[src/rtl/mmio_uart_tx_if.sv]
// CPU data-side bus slice seen by the memory-mapped UART transmitter.
// The CPU drives store strobe, address and data; the peripheral returns read data and a select.
interface mmio_uart_tx_if;
   logic        memwrite;
   logic [31:0] dataadr;
   logic [31:0] writedata;
   logic [31:0] readdata;
   logic        sel;

   modport master (output memwrite, dataadr, writedata, input readdata, sel);
   modport slave  (input memwrite, dataadr, writedata, output readdata, sel);
endinterface

[src/rtl/mmio_uart_tx.sv]
// Memory-mapped 8N1 UART transmitter: TXDATA/STATUS register window, small TX FIFO,
// and a serialiser FSM with a single baud counter.
//
// state   | meaning
// S_IDLE  | line high; pops the FIFO head when one is waiting
// S_START | start bit (low) for CLKS_PER_BIT cycles
// S_DATA  | eight data bits, LSB first, CLKS_PER_BIT cycles each
// S_STOP  | stop bit (high) for CLKS_PER_BIT cycles
module mmio_uart_tx #(
   parameter logic [31:0] BASE_ADDR    = 32'hFFFF_0000,
   parameter int          CLKS_PER_BIT = 16,
   parameter int          FIFO_DEPTH   = 4
) (
   input  logic             clk,
   input  logic             reset,
   mmio_uart_tx_if.slave    bus,
   output logic             tx,
   output logic             busy
);
   localparam int PW = $clog2(FIFO_DEPTH);
   localparam int CW = PW + 1;
   localparam int BW = $clog2(CLKS_PER_BIT);

   typedef enum logic [1:0] {S_IDLE, S_START, S_DATA, S_STOP} state_e;

   state_e          state_q, state_d;
   logic [BW-1:0]   baud_q, baud_d;
   logic [2:0]      bit_q, bit_d;
   logic [7:0]      shift_q, shift_d;
   logic            tx_q, tx_d;
   logic            busy_q, busy_d;

   logic [7:0]      fifo_q [FIFO_DEPTH];
   logic [PW-1:0]   wr_ptr_q, rd_ptr_q;
   logic [CW-1:0]   count_q, count_d;
   logic            ovf_q;

   logic            hit_data, hit_stat, push_req, clr_req;
   logic            full, empty, pop, accept, baud_last;
   logic [3:0]      count4;
   logic            unused_wdata;

   assign hit_data  = (bus.dataadr == BASE_ADDR);
   assign hit_stat  = (bus.dataadr == BASE_ADDR + 32'd4);
   assign push_req  = bus.memwrite && hit_data;
   assign clr_req   = bus.memwrite && hit_stat && bus.writedata[3];
   assign full      = (count_q == CW'(FIFO_DEPTH));
   assign empty     = (count_q == '0);
   // A pop on the same edge frees the slot the push lands in.
   assign accept    = push_req && (!full || pop);
   assign count_d   = count_q + CW'(accept) - CW'(pop);
   assign baud_last = (baud_q == BW'(CLKS_PER_BIT - 1));
   assign count4    = 4'(count_q);
   assign unused_wdata = ^bus.writedata[31:8];

   assign bus.sel      = hit_data || hit_stat;
   assign bus.readdata = hit_stat ? {24'b0, count4, ovf_q, (state_q != S_IDLE), empty, full}
                                  : 32'b0;
   assign tx   = tx_q;
   assign busy = busy_q;

   always_ff @(posedge clk) begin
      if (accept) fifo_q[wr_ptr_q] <= bus.writedata[7:0];
   end

   always_ff @(posedge clk or posedge reset) begin
      if (reset) begin
         wr_ptr_q <= '0;
         rd_ptr_q <= '0;
         count_q  <= '0;
         ovf_q    <= 1'b0;
      end else begin
         count_q <= count_d;
         if (accept) wr_ptr_q <= wr_ptr_q + PW'(1);
         if (pop)    rd_ptr_q <= rd_ptr_q + PW'(1);
         if (push_req && !accept) ovf_q <= 1'b1;
         else if (clr_req)        ovf_q <= 1'b0;
      end
   end

   always_ff @(posedge clk or posedge reset) begin
      if (reset) begin
         state_q <= S_IDLE;
         baud_q  <= '0;
         bit_q   <= '0;
         shift_q <= '0;
         tx_q    <= 1'b1;
         busy_q  <= 1'b0;
      end else begin
         state_q <= state_d;
         baud_q  <= baud_d;
         bit_q   <= bit_d;
         shift_q <= shift_d;
         tx_q    <= tx_d;
         busy_q  <= busy_d;
      end
   end

   always_comb begin
      state_d = state_q;
      baud_d  = baud_q;
      bit_d   = bit_q;
      shift_d = shift_q;
      pop     = 1'b0;
      case (state_q)
         S_IDLE: begin
            if (!empty) begin
               pop     = 1'b1;
               shift_d = fifo_q[rd_ptr_q];
               baud_d  = '0;
               state_d = S_START;
            end
         end
         S_START: begin
            if (baud_last) begin
               baud_d  = '0;
               bit_d   = '0;
               state_d = S_DATA;
            end else begin
               baud_d = baud_q + BW'(1);
            end
         end
         S_DATA: begin
            if (baud_last) begin
               baud_d  = '0;
               shift_d = {1'b0, shift_q[7:1]};
               if (bit_q == 3'd7) state_d = S_STOP;
               else               bit_d   = bit_q + 3'd1;
            end else begin
               baud_d = baud_q + BW'(1);
            end
         end
         S_STOP: begin
            if (baud_last) begin
               baud_d  = '0;
               state_d = S_IDLE;
            end else begin
               baud_d = baud_q + BW'(1);
            end
         end
         default: state_d = S_IDLE;
      endcase
   end

   // Registered outputs are computed from the next state so they line up with it.
   always_comb begin
      tx_d   = 1'b1;
      busy_d = (count_d != '0) || (state_d != S_IDLE);
      case (state_d)
         S_START: tx_d = 1'b0;
         S_DATA:  tx_d = shift_d[0];
         default: tx_d = 1'b1;
      endcase
   end
endmodule

[src/flat_wrapper.sv]
// flat-port wrapper written by rule: the top's interface ports become plain ports
module mmio_uart_tx_flat 
#(
   parameter logic [31:0] BASE_ADDR    = 32'hFFFF_0000,
   parameter int          CLKS_PER_BIT = 16,
   parameter int          FIFO_DEPTH   = 4
)
  (clk, reset, tx, busy, bus_memwrite, bus_dataadr, bus_writedata, bus_readdata, bus_sel);
  mmio_uart_tx_if bus_i ();
  input  logic clk;
  input  logic reset;
  output logic tx;
  output logic busy;
  input wire logic [$bits(bus_i.memwrite)-1:0] bus_memwrite;
  input wire logic [$bits(bus_i.dataadr)-1:0] bus_dataadr;
  input wire logic [$bits(bus_i.writedata)-1:0] bus_writedata;
  output wire logic [$bits(bus_i.readdata)-1:0] bus_readdata;
  output wire logic [$bits(bus_i.sel)-1:0] bus_sel;
  assign bus_i.memwrite = bus_memwrite;
  assign bus_i.dataadr = bus_dataadr;
  assign bus_i.writedata = bus_writedata;
  assign bus_readdata = bus_i.readdata;
  assign bus_sel = bus_i.sel;
  mmio_uart_tx #(.BASE_ADDR(BASE_ADDR), .CLKS_PER_BIT(CLKS_PER_BIT), .FIFO_DEPTH(FIFO_DEPTH)) u_core (.clk(clk), .reset(reset), .bus(bus_i), .tx(tx), .busy(busy));
endmodule
[config.mk]
export PLATFORM = sky130hd
export DESIGN_NAME = mmio_uart_tx_flat
export DESIGN_NICKNAME = d
export VERILOG_FILES = /design/src/rtl/mmio_uart_tx_if.sv /design/src/rtl/mmio_uart_tx.sv /design/src/flat_wrapper.sv
export SDC_FILE = /design/constraint.sdc
export NUM_CORES = 1
export LEC_CHECK = 0
export CAP_MARGIN = 40
export CORE_MARGIN = 5
export CORE_UTILIZATION = 49
export CTS_BUF_LIST = sky130_fd_sc_hd__clkbuf_16
export CTS_CLUSTER_DIAMETER = 60
export DETAILED_ROUTE_END_ITERATION = 10
export HOLD_SLACK_MARGIN = 0.03
export PLACE_DENSITY = 0.91
export SLEW_MARGIN = 40
export SYNTH_ARGS = -nofsm -noshare
export SYNTH_HDL_FRONTEND = slang
export SYNTH_SLANG_ARGS = --single-unit
[constraint.sdc]
create_clock -name clk -period 6.94 [get_ports clk]
set_clock_uncertainty 0.15 [all_clocks]
set_input_delay 1.388 -clock clk [delete_from_list [all_inputs] [get_ports clk]]
set_output_delay 1.388 -clock clk [all_outputs]
set_load 0.005 [all_outputs]
Figure 1. Floorplan with the power grid.
(6 px per um) Pins as bars on the die edge. Tap cells in gray.
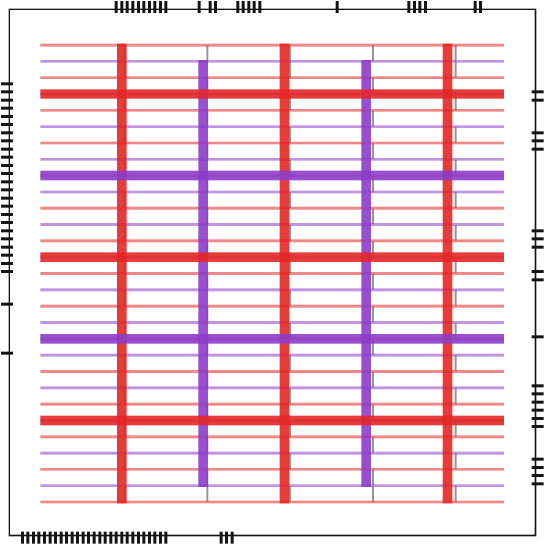
Red is VSS. Purple is VDD.
5 straps on met4. The core has 28 rows. 5 straps on met5.

Figure 2. Placed cells, one color a class.
(6 px per um) Fill, decap, tap and diode cells in gray.
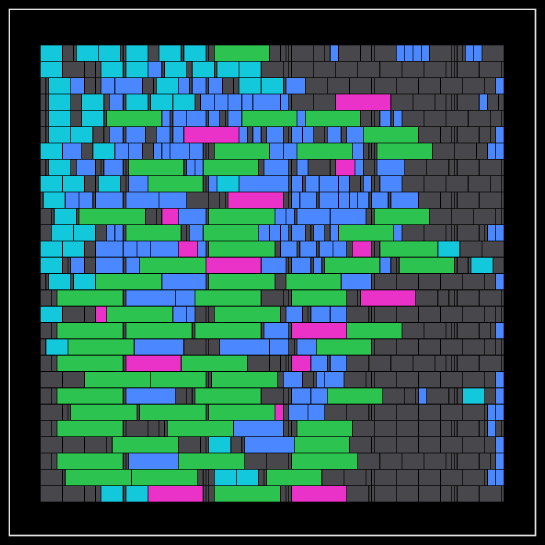
Green is flops, cells 59. Blue is all other logic, cells 158. Cyan is other buffers and delay cells, cells 52. Magenta is clock drivers and dummy loads, cells 16.

Figure 3. Clock network drawn from the DEF.
(4 px per um)
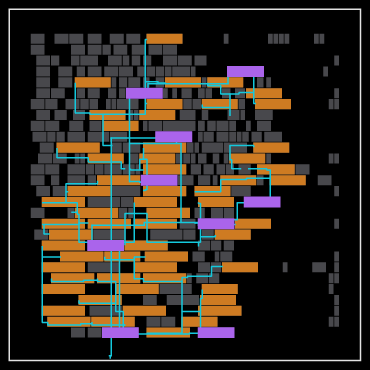
Cyan is clock wires, length 764 um. Orange is flip-flops, count 59. Purple is cells driving clock nets, count 9.
There are 10 routed clock nets.
clk_lat worst skew: 330 ps
Clk power: 404 uW
share of total power in the clock network: 49.6%

Figure 4. Metal layers overlaid.
(6 px per um)
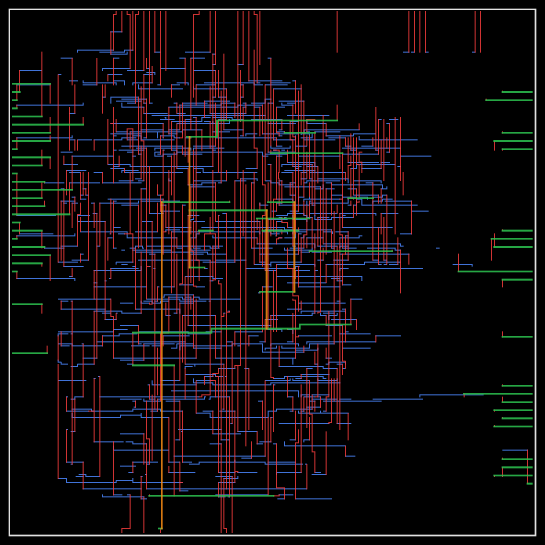
Orange is met4, wire length 111 um. Red is met2, wire length 2960 um. Blue is met1, wire length 2290 um. Green is met3, wire length 423 um.

==> flow_metrics.py <==
# Physical implementation metrics
metrics = {
    "critical_path": {
        "r2r_slack_ps": 3430,
        "startpoint_type": "input pin",
        "r2r-end": "u_core.busy",
        "path_cells": "clkdlybuf4s50_1 > nand4_1 > nor4_2 > and3_1 > and2_1 > clkdlybuf4s50_1",
        "crit_top_cell": "clkdlybuf4s50_1",
    },
    "logic_synthesis": {
        "ys_ff": 59,
        "ys_cells": 225,
        "yosys_warnings": 0,
        "synth.cellmix.compoundShare_pct": 7.36,
    },
    "final_timing": {
        "drv_slew": 0,
    },
    "finish": {
        "largest_class": "registers",
        "regArea_mm2": 0.00164,
        "largest_register": "u_core.fifo_q",
        "final_cell_area_mm2": 0.00369,
        "lay_top_cells": "clkdlybuf4s50_1, edfxtp_1, dfrtp_1, conb_1, and2_1",
    },
    "status": {
        "run_status": "completed",
    },
    "placement": {
        "port_buffers": 52,
    },
    "power_and_ir_drop": {
        "sequentialPowerShare_pct": 45.9,
        "combPwrFrac_pct": 4.5,
    },
    "global_routing": {
        "grt_pass1_vias": 1976,
    },
    "clock_network": {
        "cts_max_level": 3,
        "cts.hold.buffers_added": 0,
    },
}
## layer usage
| layer | wire (um) | part of all wire, % | global-route usage (%) | vias up |
|---|---|---|---|---|
| met1 | 2290 | 40 | 20.2 | 931 |
| met4 | 110 | 1.9 | 9.90 | 0 |
| met3 | 423 | 7.3 | 4.45 | 9 |
| met5 | 0 | 0 | 0 | - |
| li1 | - | - | - | 889 |
| met2 | 2960 | 51 | 26.1 | 79 |
## power by group through the flow
stage	clock (uW)	sequential (uW)	combinational [uW]
finish	404	374	36.7
global route	426	374	40.8
CTS	407	374	36.8
detailed placement	0	380	36.7
global placement	0	380	35.3
floorplan	0	380	18.8
Power and IR drop assume default switching activity.
